==> config.mk <==
export PLATFORM = sky130hd
export DESIGN_NAME = project_select_ctrl
export DESIGN_NICKNAME = d
export VERILOG_FILES = /design/src/rtl/project_select_ctrl.sv
export SDC_FILE = /design/constraint.sdc
export NUM_CORES = 1
export LEC_CHECK = 0
export ABC_AREA = 0
export ABC_CLOCK_PERIOD_IN_PS = 5050
export CORE_ASPECT_RATIO = 1.4
export CORE_MARGIN = 4
export CORE_UTILIZATION = 43
export DETAILED_ROUTE_END_ITERATION = 7
export GPL_TIMING_DRIVEN = 0
export PLACE_DENSITY = 0.95
export SLEW_MARGIN = 20
export SYNTH_ARGS = -nofsm -noshare
export SYNTH_HDL_FRONTEND = slang
export SYNTH_SLANG_ARGS = --single-unit
==> constraint.sdc <==
create_clock -name wb_clk_i -period 5.05 [get_ports wb_clk_i]
set_input_delay 1.01 -clock wb_clk_i [delete_from_list [all_inputs] [get_ports wb_clk_i]]
set_output_delay 1.01 -clock wb_clk_i [all_outputs]
set_load 0.03 [all_outputs]
### Ports around the boundary, run 1

Pins as bars across the die edge, other pins in gray.
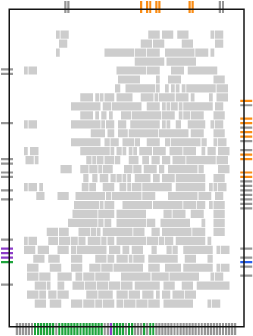
Key: wb_rst_ni = blue [pins 1, direction input, edge east]; wbs_adr_i = green [pins 32, direction input, edge 31 south, 1 west]; wbs_sel_i = purple [pins 4, direction input, edge 3 west, 1 south]; active_o = orange [pins 16, direction output, edge 9 east, 7 north]
Buffers on Ports: 72
die x size: 70.8 um

### Clock wires, drivers and flops, run 1

Scale bar: 20 um.
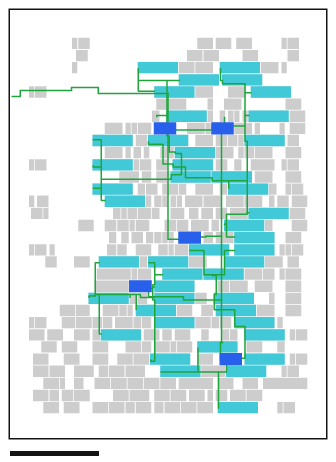
Key: clock wires = green [length 501 um]; flip-flops = cyan [count 45]; cells driving clock nets = blue [count 5]
There are 6 routed clock nets.
final setup skew: 0.00700 ns
P_clk: 0.210 mW
clock share of power: 0.317

### Metal layers overlaid, run 1

Scale bar: 20 um.
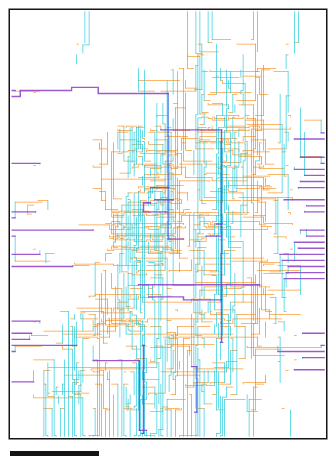
Key: met4 = blue [wire length 126 um]; met1 = orange [wire length 1970 um]; met3 = purple [wire length 368 um]; met2 = cyan [wire length 3130 um]
wirelength, routed: 5600 um
Vias: 1923
wire per inst: 14.7 um

==> flow_summary.json, run 1 <==
{
  "syn_inst": 211,
  "first_pass_iters": 4,
  "hold_viol_final": 0,
  "ys_sh_xor": 0,
  "wl_met1_um": 1970,
  "common_cells": "dfrtp_1, mux2_2, buf_4, nor2_1, nor3_1",
  "placed_area_um2": 3280,
  "grt_max_degree": 24,
  "vdd_drop_max_uv": 111,
  "p_sw_frac": 0.238,
  "comb_share": 0.325,
  "ys_seq_frac": 0.475,
  "logic_family": "simple AND/OR/NAND/NOR gates",
  "hold_slack_ns": 0.505,
  "comb_power_mw": 0.0906,
  "final-clk-cell-share": 0.0245,
  "holdPathStages": 1,
  "root_buffer": "clkbuf_8",
  "status": "finished clean",
  "seqPwrFrac": 0.546,
  "crit_top_cell": "nor4_4",
  "grt_pass1_vias": 2012,
  "hold_path.class": "reg2reg",
  "area_growth_pct": 42.2,
  "met2_length_um": 3130,
  "reg2reg_slack_ns": 2.94,
  "top_area_frac": 0.475,
  "warnings": 53,
  "relSlewSlack": 0.558,
  "mi_logic_area_um2": 1100,
  "nClkBuffers": 6,
  "cpLargestDelayFamily": "simple AND/OR/NAND/NOR gates",
  "grtUsageTotal": 0.172,
  "end_kind": "flop",
  "yosysCellCount": 211,
  "cts_tree": "built",
  "flop-count": 45,
  "dp_slack_ns": 1.92,
  "cts_resized": 0,
  "path_clk_slew_ns": 0.08,
  "clock_latency_ns": 0.30,
  "use_met2": 0.324,
  "design_area_um2": 3370,
  "edf_count": 0,
  "p_int_mw": 0.503,
  "postCtsHoldBufs": 0,
  "ys_chip_area_um2": 2370,
  "post_cts_buffers": 0,
  "lay_top_count": "clkdlybuf4s50_1",
  "fp_util": 0.450,
  "seq_share": 0.334,
  "n_antenna_cell": 0,
  "ys_warn_count": 0,
  "regArea_um2": 1130,
  "worstSetupStartpointType": "primary input",
  "fin_ws_ns": 2.22,
  "area_leaders": "dfrtp_1, mux2_2, buf_4, nor2_1, nor4_4",
  "slew_violations": 0,
  "num-nonclk-inverters": 4,
  "worstPathRequired_ns": 5.23,
  "tightest_slew_ns": 0.662,
  "path_depth": 5,
  "top_area_cell_class": "sequential cells",
  "grtUsageMet3": 0.0533,
  "num_rows": 31,
  "detail-route-antenna-nets": 0,
  "reg2reg_depth": 8,
  "num-nets-final": 388,
  "p_total_mw": 0.660,
  "avgSynthCellArea_um2": 11.2,
  "p_per_area_nw_per_um2": 196,
  "signal_buffers": 105,
  "mux_area_frac": 0.130,
  "ios": 124,
  "ys.flops": 45,
  "post-route-util": 0.639,
  "busiest_layer": "met2",
  "ff_type": "dfrtp_1",
  "slowest_delay_ns": 0.50,
  "synth-async-reset-ratio": 1.00,
  "top_area_cell": "dfrtp_1",
  "grt_overflow": 0,
  "numCtsBuffers": 5,
  "dr.first_iter.drc_count": 126,
  "final-setup-viol-count": 0,
  "synth.cell_area_um2": 2370,
  "worstPathArrival_ns": 3.01,
  "finalClockPeriodUsage": 0.560,
  "fmax_mhz": 353,
  "vias_per_cell": 5.05,
  "period_needed_ns": 2.83,
  "dp_hpwl_um": 4500,
  "tap_cells": 66,
  "largest_reg_flops": 16,
  "wl_met3_um": 368,
  "nMultiInputCombCells": 153
}
### Clock wiring as the flow saved it, run 1

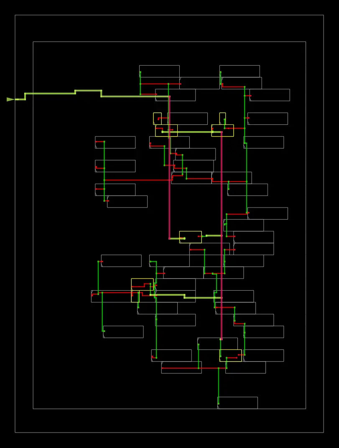

==> run 2, diff against run 1 <==
--- a/config.mk
+++ b/config.mk
@@ -6,13 +6,13 @@
 export NUM_CORES = 1
 export LEC_CHECK = 0
 export ABC_AREA = 0
-export ABC_CLOCK_PERIOD_IN_PS = 5050
+export ABC_CLOCK_PERIOD_IN_PS = 2650
 export CORE_ASPECT_RATIO = 1.4
 export CORE_MARGIN = 4
-export CORE_UTILIZATION = 43
+export CORE_UTILIZATION = 40
 export DETAILED_ROUTE_END_ITERATION = 7
 export GPL_TIMING_DRIVEN = 0
-export PLACE_DENSITY = 0.95
+export PLACE_DENSITY = 0.91
 export SLEW_MARGIN = 20
 export SYNTH_ARGS = -nofsm -noshare
 export SYNTH_HDL_FRONTEND = slang
==> constraint.sdc (replaced) <==
create_clock -name wb_clk_i -period 2.65 [get_ports wb_clk_i]
set_input_delay 0.53 -clock wb_clk_i [delete_from_list [all_inputs] [get_ports wb_clk_i]]
set_output_delay 0.53 -clock wb_clk_i [all_outputs]
set_load 0.03 [all_outputs]
### Clock wiring as the flow saved it, run 2

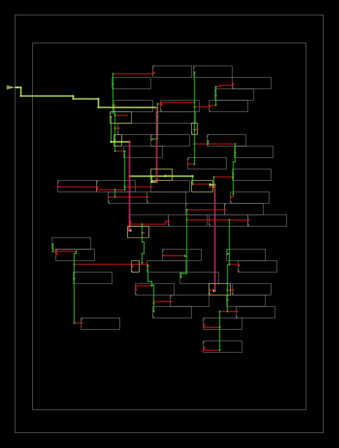
CTS buffer count: 5
final setup skew: 0.00716 ns
clkbuf count: 6
CTS sink count: 45

==> run 2 against run 1 <==
Effect of this change: global-route usage fell by 1.7 points; worst setup slack got worse by 1.9 ns; first-iteration DRC count fell by 39%; via count fell by 0.73%; hold slack got worse by 0.35 ns; clock power rose by about 90%; synthesized area did not move; critical endpoint unchanged; largest cell class unchanged.
==> flow_summary.json, run 2 <==
{
  "busiest_layer": "met2",
  "worstSetupStartpointType": "primary input",
  "dp_hpwl_um": 4470,
  "ys.flops": 45,
  "fp_util": 0.420,
  "fin_ws_ns": 0.308,
  "final-setup-viol-count": 0,
  "tightest_slew_ns": 1.07,
  "p_sw_frac": 0.238,
  "edf_count": 0,
  "nMultiInputCombCells": 153,
  "lay_top_count": "clkdlybuf4s50_1",
  "comb_power_mw": 0.171,
  "slew_violations": 0,
  "vdd_drop_max_uv": 195,
  "placed_area_um2": 3280,
  "flop-count": 45,
  "hold_viol_final": 0,
  "seq_share": 0.335,
  "reg2reg_slack_ns": 0.54,
  "comb_share": 0.324,
  "clock_latency_ns": 0.29,
  "status": "finished clean",
  "end_kind": "flop",
  "design_area_um2": 3360,
  "die_x_um": 73.1,
  "clkPwrFrac": 0.318,
  "final-clk-cell-share": 0.0246,
  "slowest_delay_ns": 0.48,
  "syn_inst": 211,
  "synth.cell_area_um2": 2370,
  "largest_reg_flops": 16,
  "grt_overflow": 0,
  "p_clk_mw": 0.400,
  "top_area_cell_class": "sequential cells",
  "finalClockPeriodUsage": 0.884,
  "use_met2": 0.280,
  "p_total_mw": 1.26,
  "common_cells": "dfrtp_1, mux2_2, buf_4, nor2_1, nor3_1",
  "warnings": 53,
  "top_area_frac": 0.475,
  "yosysCellCount": 211,
  "reg2reg_depth": 8,
  "ff_type": "dfrtp_1",
  "wl_met1_um": 1930,
  "cpLargestDelayFamily": "simple AND/OR/NAND/NOR gates",
  "wl_met3_um": 320,
  "path_depth": 5,
  "fmax_mhz": 427,
  "port_buffers": 72,
  "top_area_cell": "dfrtp_1",
  "detail-route-antenna-nets": 0,
  "num_rows": 32,
  "regArea_um2": 1130,
  "cts_resized": 0,
  "num-nets-final": 388,
  "dp_slack_ns": 0.0287,
  "avgSynthCellArea_um2": 11.2,
  "vias_per_cell": 4.98,
  "post_cts_buffers": 0,
  "met2_length_um": 3030,
  "ys_warn_count": 0,
  "post-route-util": 0.596,
  "postCtsHoldBufs": 0,
  "hold_slack_ns": 0.152,
  "n_antenna_cell": 0,
  "num-nonclk-inverters": 4,
  "p_int_mw": 0.958,
  "grtUsageMet3": 0.0253,
  "area_growth_pct": 41.7,
  "root_buffer": "clkbuf_8",
  "ys_chip_area_um2": 2370,
  "logic_family": "simple AND/OR/NAND/NOR gates",
  "crit_top_cell": "nor4_4",
  "area_leaders": "dfrtp_1, mux2_2, buf_4, nor2_1, nor4_4",
  "p_per_area_nw_per_um2": 374,
  "mi_logic_area_um2": 1090,
  "mux_area_frac": 0.130
}
### Metal layers overlaid, run 2

Scale bar: 20 um.
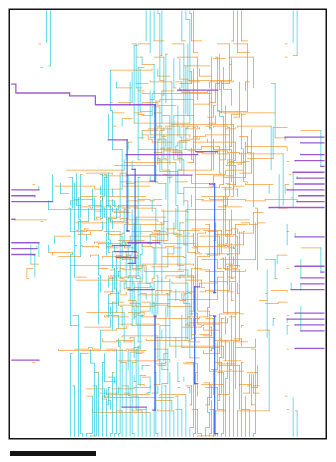
Key: met1 = orange [wire length 1930 um]; met2 = cyan [wire length 3030 um]; met4 = blue [wire length 157 um]; met3 = purple [wire length 320 um]
Vias: 1909
Total GRT Usage: 0.156
wirelength, routed: 5430 um
wire per inst: 14.2 um

No activity file was given, so power comes from the tool's default toggle rates.
